## src/rtl/pixel_sreg_ctrl_if.sv

```systemverilog
// Handshake/data bundle for pixel_sreg_ctrl: readout and config requests in,
// serial channels, parity, committed config and status out.
interface pixel_sreg_ctrl_if #(
  parameter int PIX_BITS = 42,
  parameter int N_CH     = 2
);
  logic                start_read;
  logic                start_cfg;
  logic                abort;
  logic [PIX_BITS-1:0] pixel_in;
  logic                serial_in;
  logic [N_CH-1:0]     sreg_out;
  logic                out_valid;
  logic [N_CH-1:0]     parity_out;
  logic                parity_valid;
  logic [PIX_BITS-1:0] cfg_out;
  logic                busy;
  logic                done;

  modport master (
    output start_read, start_cfg, abort, pixel_in, serial_in,
    input  sreg_out, out_valid, parity_out, parity_valid, cfg_out, busy, done
  );

  modport slave (
    input  start_read, start_cfg, abort, pixel_in, serial_in,
    output sreg_out, out_valid, parity_out, parity_valid, cfg_out, busy, done
  );
endinterface

```

## src/rtl/pixel_sreg_ctrl.sv

```systemverilog
// Pixel shift-register controller: N_CH-channel parallel readout and serial config load.
// Define PIXEL_SREG_PARITY_EN to add a per-channel even-parity beat after readout.
module pixel_sreg_ctrl #(
  parameter int                  PIX_BITS = 42,
  parameter int                  N_CH     = 2,
  parameter logic [PIX_BITS-1:0] CFG_RST  = '0
) (
  input  logic               sclk,
  input  logic               rst,
  pixel_sreg_ctrl_if.slave   bus
);
  localparam int SEG = PIX_BITS / N_CH;
  localparam int CW  = $clog2(PIX_BITS);
  localparam logic [CW-1:0] SEG_LAST = CW'(SEG - 1);
  localparam logic [CW-1:0] PIX_LAST = CW'(PIX_BITS - 1);

`ifdef PIXEL_SREG_PARITY_EN
  typedef enum logic [1:0] {IDLE, SHIFT, PAR, CFG} state_t;
`else
  typedef enum logic [1:0] {IDLE, SHIFT, CFG} state_t;
`endif

  state_t              state_q, state_d;
  logic [CW-1:0]       bit_cnt_q, bit_cnt_d;
  logic [PIX_BITS-1:0] sreg_q, sreg_d;
  logic [PIX_BITS-1:0] cfg_q, cfg_d;
  logic                done_q, done_d;
  logic [N_CH-1:0]     sout;
  logic [PIX_BITS-1:0] sreg_cfg;

  // Each channel taps the MSB of its own SEG-bit slice.
  for (genvar k = 0; k < N_CH; k++) begin : g_ch
    assign sout[k] = sreg_q[(k+1)*SEG-1];
  end

  assign sreg_cfg = {sreg_q[PIX_BITS-2:0], bus.serial_in};

`ifdef PIXEL_SREG_PARITY_EN
  logic [N_CH-1:0] par_q, par_d;
`endif

  always_comb begin
    state_d   = state_q;
    bit_cnt_d = bit_cnt_q;
    sreg_d    = sreg_q;
    cfg_d     = cfg_q;
    done_d    = 1'b0;
`ifdef PIXEL_SREG_PARITY_EN
    par_d     = par_q;
`endif
    if (bus.abort) begin
      state_d = IDLE;
    end else begin
      case (state_q)
        IDLE: begin
          if (bus.start_read) begin
            sreg_d    = bus.pixel_in;
            bit_cnt_d = '0;
            state_d   = SHIFT;
`ifdef PIXEL_SREG_PARITY_EN
            par_d     = '0;
`endif
          end else if (bus.start_cfg) begin
            bit_cnt_d = '0;
            state_d   = CFG;
          end
        end
        SHIFT: begin
          sreg_d    = sreg_q << 1;
          bit_cnt_d = bit_cnt_q + 1'b1;
`ifdef PIXEL_SREG_PARITY_EN
          par_d     = par_q ^ sout;
          if (bit_cnt_q == SEG_LAST) state_d = PAR;
`else
          if (bit_cnt_q == SEG_LAST) begin
            state_d = IDLE;
            done_d  = 1'b1;
          end
`endif
        end
`ifdef PIXEL_SREG_PARITY_EN
        PAR: begin
          state_d = IDLE;
          done_d  = 1'b1;
        end
`endif
        CFG: begin
          sreg_d    = sreg_cfg;
          bit_cnt_d = bit_cnt_q + 1'b1;
          if (bit_cnt_q == PIX_LAST) begin
            cfg_d   = sreg_cfg;
            state_d = IDLE;
            done_d  = 1'b1;
          end
        end
        default: state_d = IDLE;
      endcase
    end
  end

  always_ff @(posedge sclk or posedge rst) begin
    if (rst) begin
      state_q   <= IDLE;
      bit_cnt_q <= '0;
      sreg_q    <= '0;
      cfg_q     <= CFG_RST;
      done_q    <= 1'b0;
`ifdef PIXEL_SREG_PARITY_EN
      par_q     <= '0;
`endif
    end else begin
      state_q   <= state_d;
      bit_cnt_q <= bit_cnt_d;
      sreg_q    <= sreg_d;
      cfg_q     <= cfg_d;
      done_q    <= done_d;
`ifdef PIXEL_SREG_PARITY_EN
      par_q     <= par_d;
`endif
    end
  end

  assign bus.sreg_out  = sout;
  assign bus.out_valid = (state_q == SHIFT);
  assign bus.busy      = (state_q != IDLE);
  assign bus.done      = done_q;
  assign bus.cfg_out   = cfg_q;
`ifdef PIXEL_SREG_PARITY_EN
  assign bus.parity_valid = (state_q == PAR);
  assign bus.parity_out   = (state_q == PAR) ? par_q : '0;
`else
  assign bus.parity_valid = 1'b0;
  assign bus.parity_out   = '0;
`endif
endmodule
```

## src/flat_wrapper.sv

```systemverilog
// flat-port wrapper written by rule: the top's interface ports become plain ports
module pixel_sreg_ctrl_flat 
#(
  parameter int                  PIX_BITS = 42,
  parameter int                  N_CH     = 2,
  parameter logic [PIX_BITS-1:0] CFG_RST  = '0
)
  (sclk, rst, bus_start_read, bus_start_cfg, bus_abort, bus_pixel_in, bus_serial_in, bus_sreg_out, bus_out_valid, bus_parity_out, bus_parity_valid, bus_cfg_out, bus_busy, bus_done);
  pixel_sreg_ctrl_if #(.PIX_BITS(PIX_BITS), .N_CH(N_CH)) bus_i ();
  input  logic sclk;
  input  logic rst;
  input wire logic [$bits(bus_i.start_read)-1:0] bus_start_read;
  input wire logic [$bits(bus_i.start_cfg)-1:0] bus_start_cfg;
  input wire logic [$bits(bus_i.abort)-1:0] bus_abort;
  input wire logic [$bits(bus_i.pixel_in)-1:0] bus_pixel_in;
  input wire logic [$bits(bus_i.serial_in)-1:0] bus_serial_in;
  output wire logic [$bits(bus_i.sreg_out)-1:0] bus_sreg_out;
  output wire logic [$bits(bus_i.out_valid)-1:0] bus_out_valid;
  output wire logic [$bits(bus_i.parity_out)-1:0] bus_parity_out;
  output wire logic [$bits(bus_i.parity_valid)-1:0] bus_parity_valid;
  output wire logic [$bits(bus_i.cfg_out)-1:0] bus_cfg_out;
  output wire logic [$bits(bus_i.busy)-1:0] bus_busy;
  output wire logic [$bits(bus_i.done)-1:0] bus_done;
  assign bus_i.start_read = bus_start_read;
  assign bus_i.start_cfg = bus_start_cfg;
  assign bus_i.abort = bus_abort;
  assign bus_i.pixel_in = bus_pixel_in;
  assign bus_i.serial_in = bus_serial_in;
  assign bus_sreg_out = bus_i.sreg_out;
  assign bus_out_valid = bus_i.out_valid;
  assign bus_parity_out = bus_i.parity_out;
  assign bus_parity_valid = bus_i.parity_valid;
  assign bus_cfg_out = bus_i.cfg_out;
  assign bus_busy = bus_i.busy;
  assign bus_done = bus_i.done;
  pixel_sreg_ctrl #(.PIX_BITS(PIX_BITS), .N_CH(N_CH), .CFG_RST(CFG_RST)) u_core (.sclk(sclk), .rst(rst), .bus(bus_i));
endmodule
```

## config.mk

```make
export PLATFORM = sky130hd
export DESIGN_NAME = pixel_sreg_ctrl_flat
export DESIGN_NICKNAME = d
export VERILOG_FILES = /design/src/rtl/pixel_sreg_ctrl_if.sv /design/src/rtl/pixel_sreg_ctrl.sv /design/src/flat_wrapper.sv
export SDC_FILE = /design/constraint.sdc
export NUM_CORES = 1
export LEC_CHECK = 0
export CAP_MARGIN = 15
export CORE_AREA = 3 3 94 96
export DETAILED_ROUTE_END_ITERATION = 7
export DIE_AREA = 0 0 97 99
export GPL_TIMING_DRIVEN = 0
export PLACE_DENSITY = 0.88
export SYNTH_ARGS = -nofsm -noshare
export SYNTH_HDL_FRONTEND = slang
export SYNTH_SLANG_ARGS = --single-unit
```

## constraint.sdc

```tcl
create_clock -name sclk -period 9.7 [get_ports sclk]
set_input_delay 1.94 -clock sclk [delete_from_list [all_inputs] [get_ports sclk]]
set_output_delay 1.94 -clock sclk [all_outputs]
set_load 0.01 [all_outputs]
```

Fig. 1: PDN straps and rails
Scale bar: 20 µm. Pins as bars on the die edge.
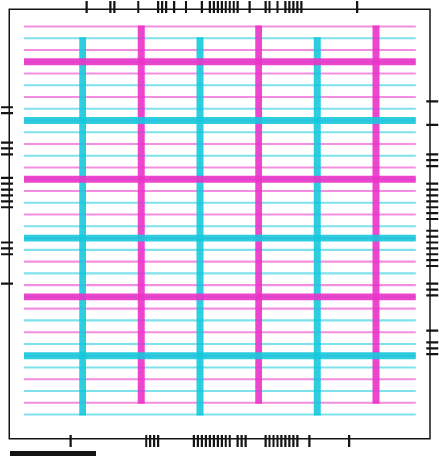
cyan -> VSS
magenta -> VDD
met4 straps = 6
signal pins = 98
met1 rails = 34

Fig. 2: cells coloured by class
Scale bar: 20 µm.
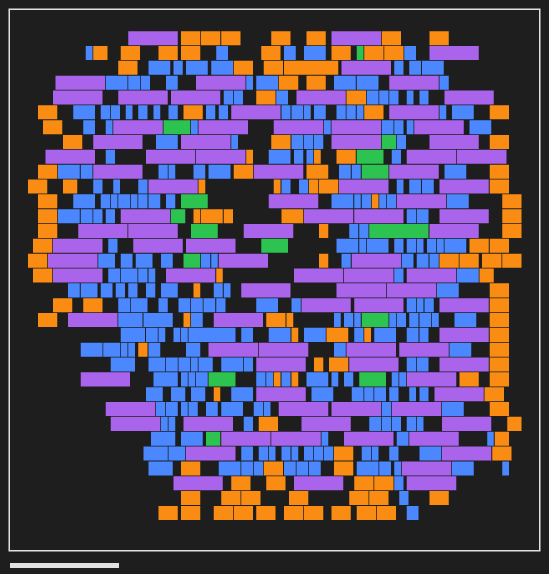
orange -> other buffers and delay cells  # cells 124, share of their area 21%
purple -> flops  # cells 93, share of their area 43%
blue -> combinational and other logic  # cells 271, share of their area 33%
green -> clock drivers and dummy loads  # cells 15, share of their area 3.5%

==> results_dict.tcl <==
# collected from the flow reports
set metrics [dict create \
    status "finished clean" \
    path_buffers 3 \
    clock_area_share_pct 3.413 \
    drt-initial-drc-count 166 \
    layout.nets 554 \
    yosysChipArea_um2 4247 \
    holdPathEnd "u_core.bus.cfg_out[40]" \
    powerComb_mw 0.384 \
    setup_viol 0 \
    most_common_cell "dfrtp_1" \
    tns_ns 0 \
    drv_cap 0 \
    cts-hold-fix-buffers 0 \
    ys_ff 93 \
    fmaxAchievable_mhz 267.3 \
    grt_usage_pct 20.99 \
    die_w_um 97 \
    post_cts_resized 0 \
    synthArstFlopShare_pct 100.0 \
    min_from "u_core.bus.cfg_out[40]" \
    dp_slack_ns 5.790 \
    cts_sinks 93 \
    crit_family "buffers and inverters" \
    ys_sh_adder_pct 2.062 \
    met2_usage_pct 36.04 \
    vias 3327 \
    final-nonclk-buf-share_pct 20.37 \
    r2r_start "u_core.state_q[0]" \
    area_growth_pct 30.35 \
    place_area_um2 5346 \
    switchingPower_mw 0.4452 \
    flop-count 93 \
    yosysUniqueCellTypes 37 \
    pg_clk_mw 0.253 \
    cp_max_fo 5 \
    clk_path_buf_depth 2 \
    grt_util_met3_pct 3.397 \
    grt_use_met1_pct 27.20 \
    crit_path_top_delay_cell "clkdlybuf4s50_1" \
    die_area_um2 9603 \
    p_seq_share_pct 47.0 \
    logic_area_um2 1735 \
    ys_seq_share_pct 54.80 \
    ys_sh_xor_pct 0 \
    path_class "reg -> out" \
    hold_path.class "reg -> reg" \
    postCtsSetupBuffers 0 \
    cts_buffers 9 \
    ant_nets 0 \
    timing.rr.end "u_core.sreg_q[20]" \
]
Fig. 3: clock network drawn from the DEF
Scale bar: 20 µm.
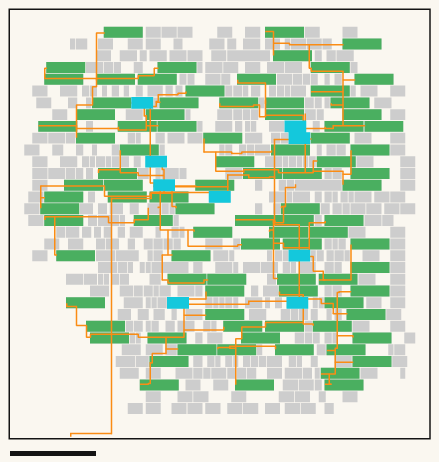
cyan -> clock drivers  # count 9
orange -> clock wires  # length 1030 µm
green -> flip-flops  # count 93
flops lie = spread over the die

Fig. 4: signal wires by layer
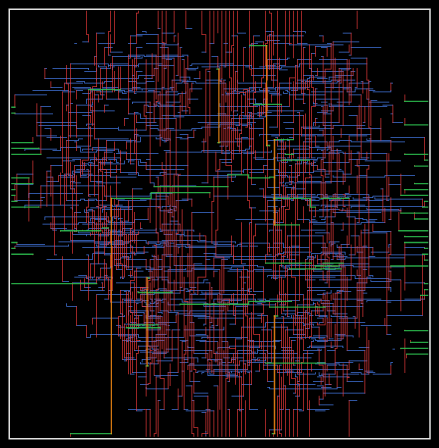
orange -> metal 4  # wire length 162 µm
blue -> metal 1  # wire length 4130 µm
red -> metal 2  # wire length 5220 µm
green -> metal 3  # wire length 397 µm

